### src/rtl/fpu_types_pkg.sv
// fpu_types_pkg: shared half-precision widths, types, constants and classifiers
package fpu_types_pkg;
  localparam int HALF_FLOAT_W = 16;
  localparam int HALF_EXPONENT_W = 5;
  localparam int HALF_FRACTION_W = 10;
  localparam logic [HALF_FLOAT_W-1:0] HALF_ZERO = 16'h0000;
  localparam logic [HALF_FLOAT_W-1:0] HALF_QNAN = 16'hFFFF;
  typedef logic [HALF_EXPONENT_W-1:0] exp_t;
  typedef logic [HALF_FRACTION_W-1:0] mant_t;
  typedef enum logic [2:0] {IDLE, ALIGN, ADD, NORM, ROUND, DONE} accum_state_t;
  function automatic logic is_nan(input exp_t e, input mant_t m);
    return &e && |m;
  endfunction
  function automatic logic is_inf(input exp_t e, input mant_t m);
    return &e && !(|m);
  endfunction
endpackage

### src/rtl/lzc_14bit.sv
// lzc_14bit: leading-zero count of a 14-bit word (14 when the word is zero)
//   din : word to scan, MSB first
//   cnt : number of zeros above the highest set bit
module lzc_14bit (
  input  logic [13:0] din,
  output logic [3:0]  cnt
);
  always_comb begin
    cnt = 4'd14;
    for (int i = 0; i < 14; i++) if (din[i]) cnt = 4'(13 - i);
  end
endmodule

### src/rtl/float_accum_16bit.sv
// float_accum_16bit: multi-cycle half-precision accumulator for dot-product terms
//   CLK/nRST            : clock, asynchronous active-low reset
//   clear               : synchronous abort, zeroes accumulator and count
//   in_valid/in_ready   : term handshake, product + in_last latched on accept
//   out_valid/out_ready : result handshake, sum held until taken
//   term_cnt            : saturating count of terms accepted since clear/handoff
module float_accum_16bit
  import fpu_types_pkg::*;
#(
  parameter int CNT_W = 8
) (
  input  logic                    CLK,
  input  logic                    nRST,
  input  logic                    clear,
  input  logic                    in_valid,
  output logic                    in_ready,
  input  logic [HALF_FLOAT_W-1:0] product,
  input  logic                    in_last,
  output logic                    out_valid,
  input  logic                    out_ready,
  output logic [HALF_FLOAT_W-1:0] sum,
  output logic [CNT_W-1:0]        term_cnt
);
  accum_state_t state, state_n;
  logic [HALF_FLOAT_W-1:0] acc, opnd, spec_val, hi, res;
  logic last_q, spec, sgn, sub;
  logic [5:0] ex, e_hi, e_lo, d, lim, norm_ex, re;
  logic [13:0] big, sml, hi_al, lo_ext, lo_sh, lo_al;
  logic [14:0] mag, lo, add_s, norm_mag;
  logic [3:0] lz, shl;
  logic [11:0] m12;
  logic [10:0] rm;
  logic a_big, lo_stk, nan, any_inf;
  exp_t hi_exp, lo_exp;
  mant_t hi_man, lo_man;
  lzc_14bit u_lzc (.din(mag[13:0]), .cnt(lz));
  assign in_ready = nRST && state == IDLE && !clear;
  assign out_valid = state == DONE;
  assign sum = state == DONE ? acc : HALF_ZERO;
  always_comb begin
    a_big = acc[14:0] >= opnd[14:0];
    hi = a_big ? acc : opnd;
    lo = a_big ? opnd[14:0] : acc[14:0];
    {hi_exp, hi_man} = hi[14:0];
    {lo_exp, lo_man} = lo;
    // subnormals behave as exponent 1 without the hidden bit
    e_hi = {1'b0, hi_exp == 5'd0 ? 5'd1 : hi_exp};
    e_lo = {1'b0, lo_exp == 5'd0 ? 5'd1 : lo_exp};
    d = e_hi - e_lo;
    hi_al = {|hi_exp, hi_man, 3'b000};
    lo_ext = {|lo_exp, lo_man, 3'b000};
    lo_sh = lo_ext >> d;
    lo_stk = |(lo_ext & ~(14'h3FFF << d));
    lo_al = d >= 6'd14 ? {13'd0, |lo_ext} : {lo_sh[13:1], lo_sh[0] | lo_stk};
    nan = is_nan(acc[14:10], acc[9:0]) || is_nan(opnd[14:10], opnd[9:0]) ||
          (is_inf(acc[14:10], acc[9:0]) && is_inf(opnd[14:10], opnd[9:0]) && (acc[15] ^ opnd[15]));
    any_inf = is_inf(acc[14:10], acc[9:0]) || is_inf(opnd[14:10], opnd[9:0]);
    add_s = sub ? {1'b0, big} - {1'b0, sml} : {1'b0, big} + {1'b0, sml};
    // left normalisation never takes the exponent below 1
    lim = ex - 6'd1;
    shl = {2'b00, lz} > lim ? lim[3:0] : lz;
    norm_mag = mag[14] ? {1'b0, mag[14:2], mag[1] | mag[0]} : {1'b0, mag[13:0] << shl};
    norm_ex = mag[14] ? ex + 6'd1 : ex - {2'b00, shl};
    m12 = {1'b0, mag[13:3]} + {11'd0, mag[2]};
    rm = m12[11] ? m12[11:1] : m12[10:0];
    re = ex + {5'd0, m12[11]};
    res = spec ? spec_val :
          re >= 6'd31 ? {sgn, 15'h7C00} :
          rm == 11'd0 ? HALF_ZERO :
          {sgn, rm[10] ? re[4:0] : 5'd0, rm[9:0]};
    case (state)
      IDLE:    state_n = in_valid ? ALIGN : IDLE;
      ALIGN:   state_n = ADD;
      ADD:     state_n = NORM;
      NORM:    state_n = ROUND;
      ROUND:   state_n = last_q ? DONE : IDLE;
      DONE:    state_n = out_ready ? IDLE : DONE;
      default: state_n = IDLE;
    endcase
    if (clear) state_n = IDLE;
  end
  always_ff @(posedge CLK or negedge nRST) begin
    if (!nRST) begin
      state <= IDLE;
      acc <= HALF_ZERO;
      term_cnt <= '0;
      opnd <= HALF_ZERO;
      last_q <= 1'b0;
      spec <= 1'b0;
      spec_val <= HALF_ZERO;
      sgn <= 1'b0;
      sub <= 1'b0;
      ex <= '0;
      big <= '0;
      sml <= '0;
      mag <= '0;
    end else begin
      state <= state_n;
      if (clear) begin
        acc <= HALF_ZERO;
        term_cnt <= '0;
      end else begin
        case (state)
          IDLE: if (in_valid) begin
            opnd <= product;
            last_q <= in_last;
            term_cnt <= &term_cnt ? term_cnt : term_cnt + 1'b1;
          end
          ALIGN: begin
            big <= hi_al;
            sml <= lo_al;
            sgn <= hi[15];
            sub <= acc[15] ^ opnd[15];
            ex <= e_hi;
            spec <= nan || any_inf;
            spec_val <= nan ? HALF_QNAN : is_inf(acc[14:10], acc[9:0]) ? acc : opnd;
          end
          ADD: mag <= add_s;
          NORM: begin
            mag <= norm_mag;
            ex <= norm_ex;
          end
          ROUND: acc <= res;
          DONE: if (out_ready) begin
            acc <= HALF_ZERO;
            term_cnt <= '0;
          end
          default: ;
        endcase
      end
    end
  end
endmodule

### config.mk
export PLATFORM = sky130hd
export DESIGN_NAME = float_accum_16bit
export DESIGN_NICKNAME = d
export VERILOG_FILES = /design/src/rtl/fpu_types_pkg.sv /design/src/rtl/lzc_14bit.sv /design/src/rtl/float_accum_16bit.sv
export SDC_FILE = /design/constraint.sdc
export NUM_CORES = 1
export LEC_CHECK = 0
export CAP_MARGIN = 20
export CELL_PAD_IN_SITES_DETAIL_PLACEMENT = 0
export CELL_PAD_IN_SITES_GLOBAL_PLACEMENT = 2
export CORE_ASPECT_RATIO = 1.25
export CORE_MARGIN = 10
export CORE_UTILIZATION = 35
export DETAILED_ROUTE_END_ITERATION = 12
export GPL_ROUTABILITY_DRIVEN = 1
export PLACE_DENSITY_LB_ADDON = 0.1
export SYNTH_ARGS = -nofsm -noshare
export SYNTH_HDL_FRONTEND = slang
export SYNTH_HIERARCHICAL = 1
export SYNTH_SLANG_ARGS = --single-unit
export TNS_END_PERCENT = 20
### constraint.sdc
create_clock -name CLK -period 13.5 [get_ports CLK]
set_clock_uncertainty 0.05 [all_clocks]
set_input_delay 1.35 -clock CLK [delete_from_list [all_inputs] [get_ports CLK]]
set_output_delay 1.35 -clock CLK [all_outputs]
set_load 0.005 [all_outputs]
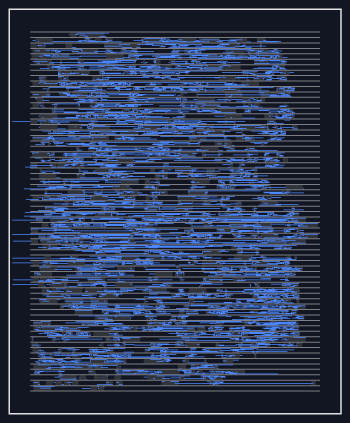
met1.png
(2 px per um) Supply wires on this layer in grey.
longest straight run	69.0 um
main direction	horizontal

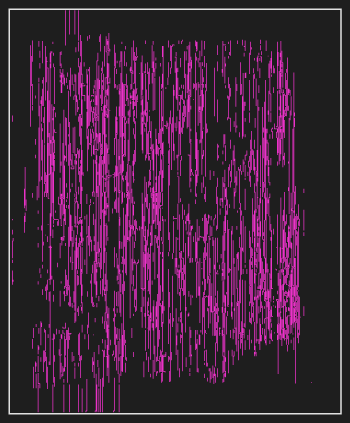
met2.png
(2 px per um)
share of all routed wire	48%
main direction	vertical
longest straight run	74.5 um
wire length on this layer	15200 um
Vias: 8146
Final Routed Wirelength: 31.48 mm

==> run_results.csv <==
group,metric,value,unit
hold_path,worst_hold_path.endpoint,"sgn$_DFFE_PN0P_",
place,placement.io_buffers,47,
pwr,power_leakage,4.473,nW
run_status,status,"finished clean",
clock_tree,cts_tree,"done",
global_routing,first_global_vias,8153,
synthesis,synth.top_cells.by_area,"dfrtp_1, ha_1, mux2i_1",
timing,finalMaxSlewViolations,0,
synthesis,post_synth_mux_area_share,10.85,%
place,post-dp-hpwl,23.36,mm
routing,initialDrtViolationCount,500,
routing,wl_per_cell,21.63,um
pwr,power,0.002226,W
setup_path,critical_path_peak_fanout,32,
pwr,sequentialPowerShare,27.4,%
synthesis,ys_seq_elements,109,
hold_path,min_from,"sgn$_DFFE_PN0P_",
layout,n_fill_cell,2748,
synthesis,logic_family,"AND-OR/OR-AND gates",
synthesis,yosys.area_share.aoi,22.40,%
pwr,switchingPower,0.001139,W
place,pre_cts_slack,7.259,ns
clock_tree,clkLatencyLatePin,0.36,ns
place,gp_congestion,0.8487,
pwr,p_seq,0.000610,W
timing,setup-violations-final,0,
setup_path,rr_endpoint,"sml[0]$_DFFE_PN0P_",
layout,final_layout_net_count,1196,
clock_tree,maximum_level_of_the_cts_h_tree,3,
pwr,clock_net_power,0.000256,W
global_routing,initial_antenna_violation_count,0,
layout,final_area,10120,sq um
timing,setup_repair_after_global_routing_missed_its_margin,"no",
clock_tree,tritoncts_num_sinks,109,
timing,period_needed,6.285,ns
pwr,power_top_consumer,"combinational cells",
layout,most_frequent_logic_cell_in_the_layout,"dfrtp_1",
hold_path,hp-class,"reg2reg",
synthesis,post_synth_and_or_nand_nor_area_fraction,18.68,%
clock_tree,ctsRootBufferMaster,"clkbuf_16",
layout,post_route_cells_drive_above_1_share,7.982,%
floorplanning,top_level_ports,48,
pwr,pwr.group.combinational,0.00136,W
pwr,p_sw_share,51.20,%
place,postPlaceCellArea,9861,sq um
setup_path,critical_path_arrival,6.49,ns
layout,comb_area,5916,sq um
floorplanning,floorplan.initialDensity,35.44,%
timing,timing_hold_violations_final,0,
synthesis,mappedNetlistArea,9218,sq um
pwr,power.share.combinational,61.1,%
synthesis,synth_adder_area_share,8.769,%
synthesis,dominant_register_cell,"dfrtp_1",
global_routing,grt_overflow,0,
clock_tree,cts_inserted_buffers,9,
-- cell usage after synthesis (all sizes together) (4+ instances only) --
library cell / n
nand3: 29
o21a: 7
o41ai: 4
mux2i: 58
a22oi: 5
o21bai: 4
a32o: 6
o21ai: 94
and3: 28
o31a: 4
nor4: 5
mux2: 30
xor2: 13
nand2b: 21
o22ai: 16
and2: 5
o22a: 8
ha: 59
nor2: 96
nor2b: 9
nand4: 7
clkbuf: 45
a21oi: 94
or4: 6
nand3b: 5
inv: 62
buf: 17
dfrtp: 109
nor3: 22
a21o: 10
or2: 6
a31oi: 17
o31ai: 10
nand2: 108
a211oi: 9
a221oi: 6
xnor2: 23
-- metal layers --
layer	vias up	GRT usage, %	wire [um]
met5	-	0	0
met4	0	5.133	654
met3	30	2.574	1037
met2	163	31.20	15190
met1	3945	25.44	14600
li1	4008	-	-
-- sequential cells by signal (all words and copies together), names as in the netlist --
register / cells
spec: 1
term_cnt: 8
spec_val: 16
opnd: 16
mag: 15
sub: 1
sgn: 1
big: 11
ex: 6
sml: 14
last_q: 1
acc: 16
state: 3
-- worst max-delay path: stages, from the launching register on --
cell      delay, ns
dfrtp_1        0.49
ha_1           0.36
a21o_1         0.16
a31oi_1        0.16
o21ai_1        0.14
a211oi_4       0.89
buf_4          0.52
mux2_2         0.44
o211ai_1       0.11
ha_1           0.20
inv_1          0.06
fa_1           0.43
a21o_1         0.18
a21oi_1        0.16
xnor2_1        0.11
a21oi_1        0.47
nand2_1        0.22
nor4b_1        0.34
o211a_1        0.20
a211oi_1       0.04
nand3b_1       0.16
o31a_1         0.27
-- area by class of cell --
cell class              count  share of cell area (%)
clock buffers              10                   2.262
clock inverters             4                  0.2596
inverters                  63                   2.386
multi-input cells         870                   58.45
flip-flops and latches    109                   26.95
well taps                 340                   4.203
repair buffers             59                   5.489
Power and IR drop assume default switching activity.
